File: config.mk
export PLATFORM = sky130hd
export DESIGN_NAME = alu_arbiter
export DESIGN_NICKNAME = d
export VERILOG_FILES = /design/src/rtl/alu_arbiter.sv
export SDC_FILE = /design/constraint.sdc
export NUM_CORES = 1
export LEC_CHECK = 0
export CAP_MARGIN = 20
export CORE_AREA = 3 3 124 126
export CTS_BUF_LIST = sky130_fd_sc_hd__clkbuf_4
export DETAILED_ROUTE_END_ITERATION = 6
export DIE_AREA = 0 0 127 129
export GPL_TIMING_DRIVEN = 1
export PLACE_DENSITY = 0.74
export REMOVE_ABC_BUFFERS = 1
export SKIP_LAST_GASP = 1
export SLEW_MARGIN = 25
export SYNTH_ARGS = -nofsm -noshare
export SYNTH_HDL_FRONTEND = slang
export SYNTH_SLANG_ARGS = --single-unit
File: constraint.sdc
create_clock -name clk -period 3.1 [get_ports clk]
set_clock_uncertainty 0.15 [all_clocks]
set_input_delay 0.62 -clock clk [delete_from_list [all_inputs] [get_ports clk]]
set_output_delay 0.62 -clock clk [all_outputs]
set_load 0.02 [all_outputs]
File: src/rtl/alu_arbiter.sv
// alu_arbiter: round-robin share of one combinational ALU between two requesters; ports: clk/rst_n, req_* (valid/ready/ctrl/a/b/shamt per requester), alu_* (drive shared ALU, alu_out back), resp_* (valid/ready/data/zero per requester)
module alu_arbiter #(
  parameter int DW = 32
) (
  input  logic          clk,
  input  logic          rst_n,
  input  logic [1:0]    req_valid,
  output logic [1:0]    req_ready,
  input  logic [3:0]    req_ctrl0,
  input  logic [3:0]    req_ctrl1,
  input  logic [DW-1:0] req_a0,
  input  logic [DW-1:0] req_b0,
  input  logic [DW-1:0] req_a1,
  input  logic [DW-1:0] req_b1,
  input  logic [4:0]    req_shamt0,
  input  logic [4:0]    req_shamt1,
  output logic [3:0]    alu_ctrl,
  output logic [DW-1:0] alu_a,
  output logic [DW-1:0] alu_b,
  output logic [4:0]    alu_shamt,
  input  logic [DW-1:0] alu_out,
  output logic [1:0]    resp_valid,
  input  logic [1:0]    resp_ready,
  output logic [DW-1:0] resp_data0,
  output logic [DW-1:0] resp_data1,
  output logic [1:0]    resp_zero
);
  logic [1:0]    elig, gnt;
  logic          last_gnt_q, last_gnt_d;
  logic [1:0]    resp_valid_q, resp_valid_d, resp_zero_q, resp_zero_d;
  logic [DW-1:0] resp_data0_q, resp_data0_d, resp_data1_q, resp_data1_d;
  always_comb begin
    elig         = req_valid & (~resp_valid_q | resp_ready);
    gnt          = !rst_n ? 2'b00 : (&elig) ? (last_gnt_q ? 2'b01 : 2'b10) : elig;
    req_ready    = gnt;
    alu_ctrl     = gnt[0] ? req_ctrl0  : gnt[1] ? req_ctrl1  : 4'b0000;
    alu_a        = gnt[0] ? req_a0     : gnt[1] ? req_a1     : '0;
    alu_b        = gnt[0] ? req_b0     : gnt[1] ? req_b1     : '0;
    alu_shamt    = gnt[0] ? req_shamt0 : gnt[1] ? req_shamt1 : 5'd0;
    last_gnt_d   = (|gnt) ? gnt[1] : last_gnt_q;
    resp_valid_d = gnt | (resp_valid_q & ~resp_ready);
    resp_data0_d = gnt[0] ? alu_out : resp_data0_q;
    resp_data1_d = gnt[1] ? alu_out : resp_data1_q;
    resp_zero_d  = {gnt[1] ? (alu_out == '0) : resp_zero_q[1],
                    gnt[0] ? (alu_out == '0) : resp_zero_q[0]};
  end
  always_ff @(posedge clk) begin
    if (!rst_n) begin
      last_gnt_q   <= 1'b1;
      resp_valid_q <= 2'b00;
      resp_zero_q  <= 2'b00;
      resp_data0_q <= '0;
      resp_data1_q <= '0;
    end else begin
      last_gnt_q   <= last_gnt_d;
      resp_valid_q <= resp_valid_d;
      resp_zero_q  <= resp_zero_d;
      resp_data0_q <= resp_data0_d;
      resp_data1_q <= resp_data1_d;
    end
  end
  assign resp_valid = resp_valid_q;
  assign resp_zero  = resp_zero_q;
  assign resp_data0 = resp_data0_q;
  assign resp_data1 = resp_data1_q;
endmodule
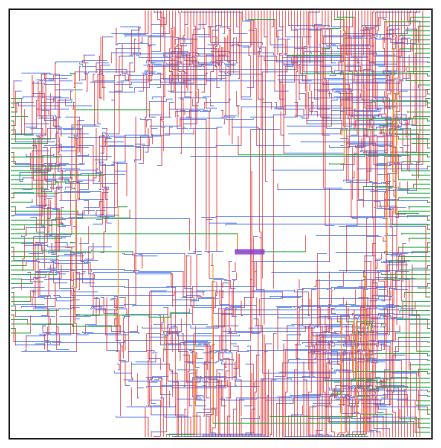
*Metal layers overlaid, run 1*
legend:
  M5:
    color: purple
    wire_length: 7.40 µm
  M3:
    color: green
    wire_length: 1540 µm
  M1:
    color: blue
    wire_length: 7360 µm
  M2:
    color: red
    wire_length: 9710 µm
  M4:
    color: orange
    wire_length: 487 µm

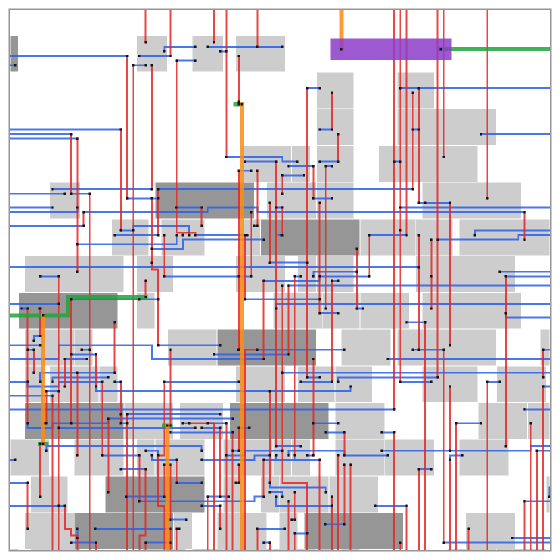
*A small window of the routed layout, run 1*
Region (44, 19) to (84, 59) µm. Cells in gray, sequential cells in the stronger gray; small squares are vias.
legend:
  M2:
    color: red
  M3:
    color: green
  M4:
    color: orange
  M1:
    color: blue
  M5:
    color: purple
sequential cells in the window: 9
cells with their middle in the window: 78
netlist names of flops here include: resp_data0 (7), resp_data1 (2)
most frequent: clkdlybuf4s50_1 (18), buf_4 (11)

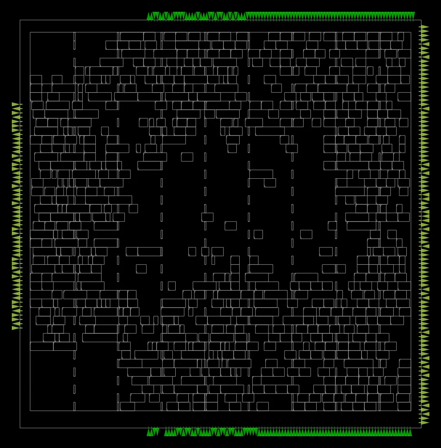
*Cell outlines without signal wires, run 1*
fin util: 50.3%
Flops: 69
Placeable Area: 14400 µm²
tapcell count: 184
sequential share of cell area: 19.0%

==> impl_metrics.tcl, run 1 <==
# collected from the flow reports
set metrics [dict create \
    top_cell "a22o_1" \
    p_leak_nw 3.10 \
    dpl_cell_area_um2 6770 \
    ys_ff 69 \
    chipHeight_um 129 \
    comb_area_share_pct 21.6 \
    cts-buffers-inserted 9 \
    fp_util_pct 22.3 \
    busiest_layer "met2" \
    maxCapViolations 0 \
    flop_cell "dfxtp_1" \
    die_area_um2 16400 \
    holdBufCountCts 0 \
    cts_tree "done" \
    cts_setup_buffers 6 \
    crit_path_top_delay_cell "clkdlybuf4s50_1" \
    path_buffers 6 \
    route.detailed.drc 0 \
    post-place-ws_ps -497 \
    grt_pass1_vias 4185 \
    powerSeq_mw 0.989 \
    pg_comb_mw 1.05 \
    lay_top_count "clkdlybuf4s50_1" \
    tns_ps 0 \
    synthDistinctLibCells 20 \
    combPwrFrac_pct 40.9 \
    syn_inst 329 \
    seqPwrFrac_pct 38.4 \
    logic_gate_count 195 \
    status "completed" \
    crit_start "rst_n" \
    synth-edff-count 0 \
    fmax_mhz 331 \
    power.total_mw 2.58 \
    mi_logic_area_um2 1570 \
    tightest_slew_ps 471 \
    adder_share_pct 0 \
    cp.required_ps 2330 \
    swShare_pct 30.8 \
    area_leaders "dfxtp_1 (43%), a22o_1 (29%), mux2i_1 (9.9%), nand2_1 (4.1%), inv_1 (4.0%)" \
    hp-start "resp_data0[9]" \
    setup.worst_path.end "alu_b[14]" \
    gr-usage-met3_pct 7.22 \
    clockRootBuffer "clkbuf_4" \
    hold_depth 2 \
]
### M3 wires, run 1

The bar under the picture is 50 µm long.
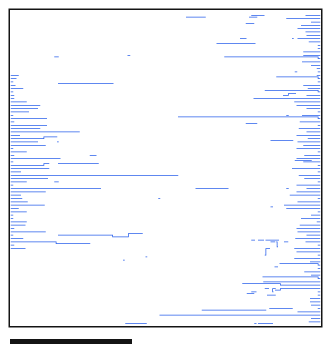

==> run 2, diff against run 1 <==
Settings changed: CORE_AREA 3 3 124 126 to 2 2 127 129, DIE_AREA 0 0 127 129 to 0 0 129 131, PLACE_DENSITY 0.74 to 0.71.
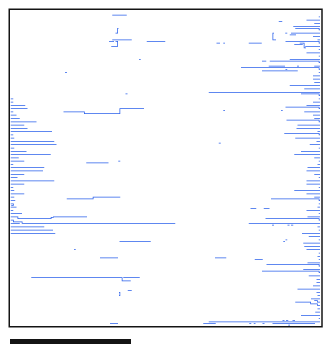
*M3 wires, run 2*
The bar under the picture is 50 µm long.
longest straight run: 63.3 µm
nets with wire on the layer: 167
wire length on this layer: 1260 µm

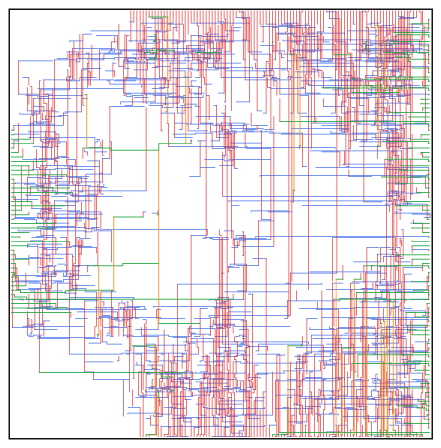
*Metal layers overlaid, run 2*
legend:
  M3:
    color: green
    wire_length: 1260 µm
  M1:
    color: blue
    wire_length: 6510 µm
  M4:
    color: orange
    wire_length: 653 µm
  M2:
    color: red
    wire_length: 8830 µm
Via Count: 4061
total wire length: 17300 µm
post-DR wirelength/cell: 19.4 µm

==> run 2 against run 1 <==
Against the previous run: register-to-register slack got worse by 100 ps; critical path type unchanged; first-iteration DRC count shrank 21%; power increased by 3.1%; highest routed layer is now met4; sequential cell count unchanged.
==> impl_metrics.tcl, run 2 <==
# collected from the flow reports
set metrics [dict create \
    path_cells "clkdlybuf4s50_1, inv_1, a311oi_2, and2_4, clkbuf_16, a22o_1, clkdlybuf4s15_2" \
    powerSeq_mw 0.990 \
    pg_comb_mw 1.01 \
    comb_area_share_pct 22.1 \
    route.detailed.drc 0 \
    hold_end "resp_data0[20]" \
    path_buffers 4 \
    cp.required_ps 2330 \
    combPwrFrac_pct 37.9 \
    synthDistinctLibCells 20 \
    port_buffers 326 \
    nets 851 \
    final_area_um2 7150 \
    design.seq.count 69 \
    hold_depth 2 \
    critPathKind "in -> out" \
    crit_start "req_valid[1]" \
    logic_gate_count 195 \
    fp_util_pct 20.6 \
    gr-usage-met3_pct 5.25 \
    regArea_um2 1380 \
    power.clock.fraction_pct 24.9 \
    holdBufCountCts 0 \
    lay_top_count "clkdlybuf4s50_1" \
    adder_share_pct 0 \
    fmax_mhz 323 \
    largestPowerGroup "combinational logic" \
    cts-buffers-inserted 9 \
    post-place-ws_ps -435 \
    status "completed" \
    clockRootBuffer "clkbuf_4" \
    tightest_slew_ps 465 \
    crit_path_top_delay_cell "clkdlybuf4s50_1" \
    top_cell "a22o_1" \
    ys_sh_simple_pct 7.65 \
    sh_seq_area_pct 19.3 \
    busiest_layer "met2" \
    power.total_mw 2.66 \
    grtUsageMet2_pct 32.4 \
    cts_resized 217 \
    seqPwrFrac_pct 37.3 \
    die_area_um2 16900 \
    slew_headroom_pct 68.7 \
    core-area_um2 15600 \
    dpl_cell_area_um2 6800 \
    wl_met3_um 1260 \
    cp_max_fo 16 \
    ios 327 \
    syn_area_um2 3220 \
    insertion_delay_ps 410 \
    gr-usage-met1_pct 19.7 \
    wl_met2_um 8830 \
    cts_tree "done" \
    ys_ff 69 \
    syn_inst 329 \
    area_leaders "dfxtp_1 (43%), a22o_1 (29%), mux2i_1 (9.9%), nand2_1 (4.1%), inv_1 (4.0%)" \
    switchingPower_mw 0.800 \
    grt_max_degree 35 \
    post-route-min-period_ps 3090 \
    cp.arrival_ps 2320 \
    chipHeight_um 131 \
    mux_area_share_pct 10.3 \
    rr_endpoint "resp_data1[3]" \
    clk_pin_slew_worst_paths_ps 100 \
    hold_path_class "reg -> reg" \
    synth-edff-count 0 \
    swShare_pct 30.1 \
    hp-start "resp_data0[20]" \
    crit_family "buffers and inverters" \
    finalMaxSlewViolations 0 \
    tns_ps 0 \
    layout-drive-gt1-share_pct 19.6 \
    dr.pass1.iters 4 \
    mi_logic_area_um2 1580 \
    grt_pass1_vias 4031 \
    rr_startpoint "resp_valid[0]" \
    cts_setup_buffers 2 \
    area_growth_pct 122 \
    p_leak_nw 2.99 \
    maxCapViolations 0 \
    setup_viol 0 \
    die_w_um 129 \
    setup.worst_path.end "alu_a[20]" \
    largestClassByArea "non-clock buffers" \
    buf_share_pct 50.8 \
    flop_cell "dfxtp_1" \
    ant_nets 0 \
    cp-start-kind "input pin" \
]
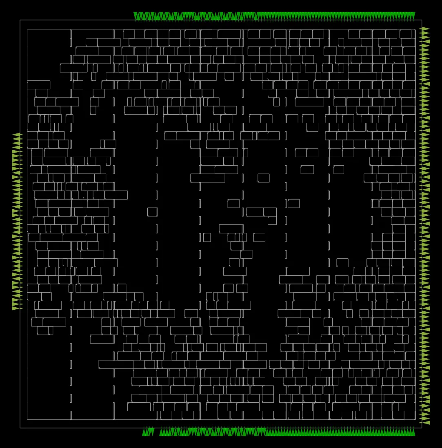
*Cell outlines without signal wires, run 2*
fin util: 45.8%
tapcell count: 216
cell row count: 46

### Clock distribution, run 2

The bar under the picture is 50 µm long.
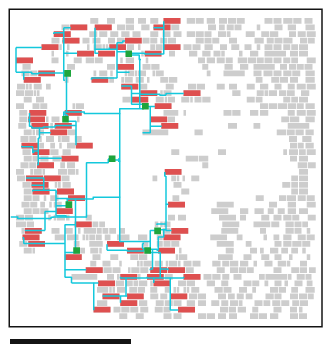

==> run 3, diff against run 2 <==
Settings changed: PLACE_DENSITY 0.71 to not set, PLACE_DENSITY_LB_ADDON set to 0.3.
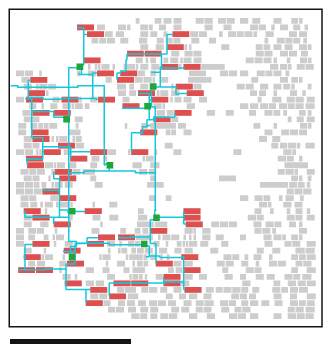
*Clock distribution, run 3*
The bar under the picture is 50 µm long.
legend:
  clock-net drivers:
    color: green
    count: 9
  clock wires:
    color: cyan
    length: 890 µm
  flip-flops:
    color: red
    count: 69
routed clock nets: 10

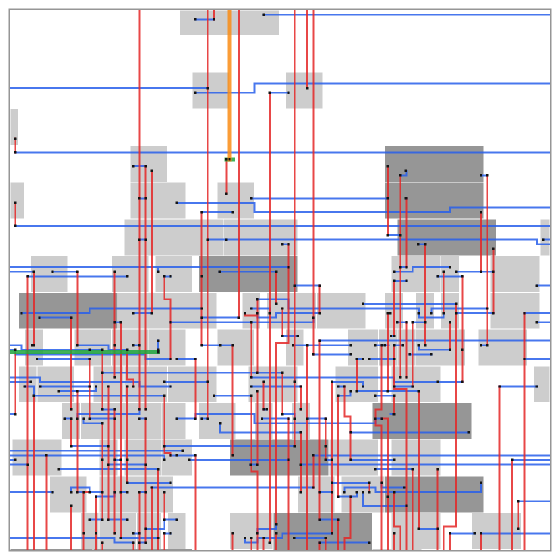
*A small window of the routed layout, run 3*
Region (44, 19) to (84, 59) µm. Cells in gray, sequential cells in the stronger gray; small squares are vias.
legend:
  M3:
    color: green
  M4:
    color: orange
  M2:
    color: red
  M1:
    color: blue
most frequent: buf_4 (12), clkdlybuf4s50_1 (10), dfxtp_1 (9)
cells with their middle in the window: 73
netlist names of flops here include: resp_data0 (5), resp_data1 (3)
sequential cells in the window: 9

==> run 3 against run 2 <==
Against the previous run: wire length rose by 2.2%; power decreased by 4.8%; final area decreased by 3.1%; worst hold slack better by 2.2 ps; largest power group is now sequential cells; critical path type unchanged; largest cell class unchanged; non-clock buffer count is 1 higher; first-iteration DRC count shrank 18%; maximum frequency rose by 2.7%.
==> impl_metrics.tcl, run 3 <==
# collected from the flow reports
set metrics [dict create \
    cp_max_fo 25 \
    syn_area_um2 3220 \
    largestPowerGroup "sequential cells" \
    area_leaders "dfxtp_1 (43%), a22o_1 (29%), mux2i_1 (9.9%), nand2_1 (4.1%), inv_1 (4.0%)" \
    adder_share_pct 0 \
    route.detailed.drc 0 \
    cp-start-kind "input pin" \
    cts_tree "done" \
    die_w_um 129 \
    routedWlPerCell_um 19.8 \
    synthDistinctLibCells 20 \
    busiest_layer "met2" \
    slew_headroom_pct 65.4 \
    core-area_um2 15600 \
    insertion_delay_ps 420 \
    cts-buffers-inserted 9 \
    status "completed" \
    nets 852 \
    row_count 46 \
    synth-edff-count 0 \
    drt-total-wl_um 17600 \
    post-route-util_pct 44.4 \
    area_growth_pct 115 \
    holdBufCountCts 0 \
    combPwrFrac_pct 38.7 \
    logic_gate_count 195 \
    dr.pass1.iters 4 \
    ys_sh_simple_pct 7.65 \
    gr-usage-met3_pct 5.50 \
    design.seq.count 69 \
    wl_met2_um 8840 \
    sh_seq_area_pct 19.9 \
    critPathKind "in -> out" \
    regArea_um2 1380 \
    post-route-min-period_ps 3010 \
    ys_ff 69 \
    clockRootBuffer "clkbuf_4" \
    top_cell "a22o_1" \
]
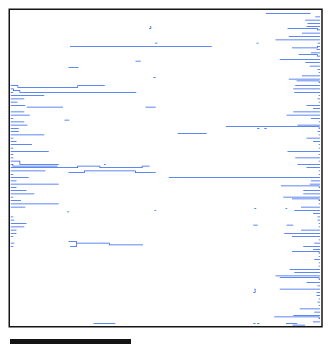
*M3 wires, run 3*
The bar under the picture is 50 µm long.
main direction: horizontal
wire length on this layer: 1280 µm
nets with wire on the layer: 153
longest straight run: 62.3 µm

Power and IR drop assume default switching activity.
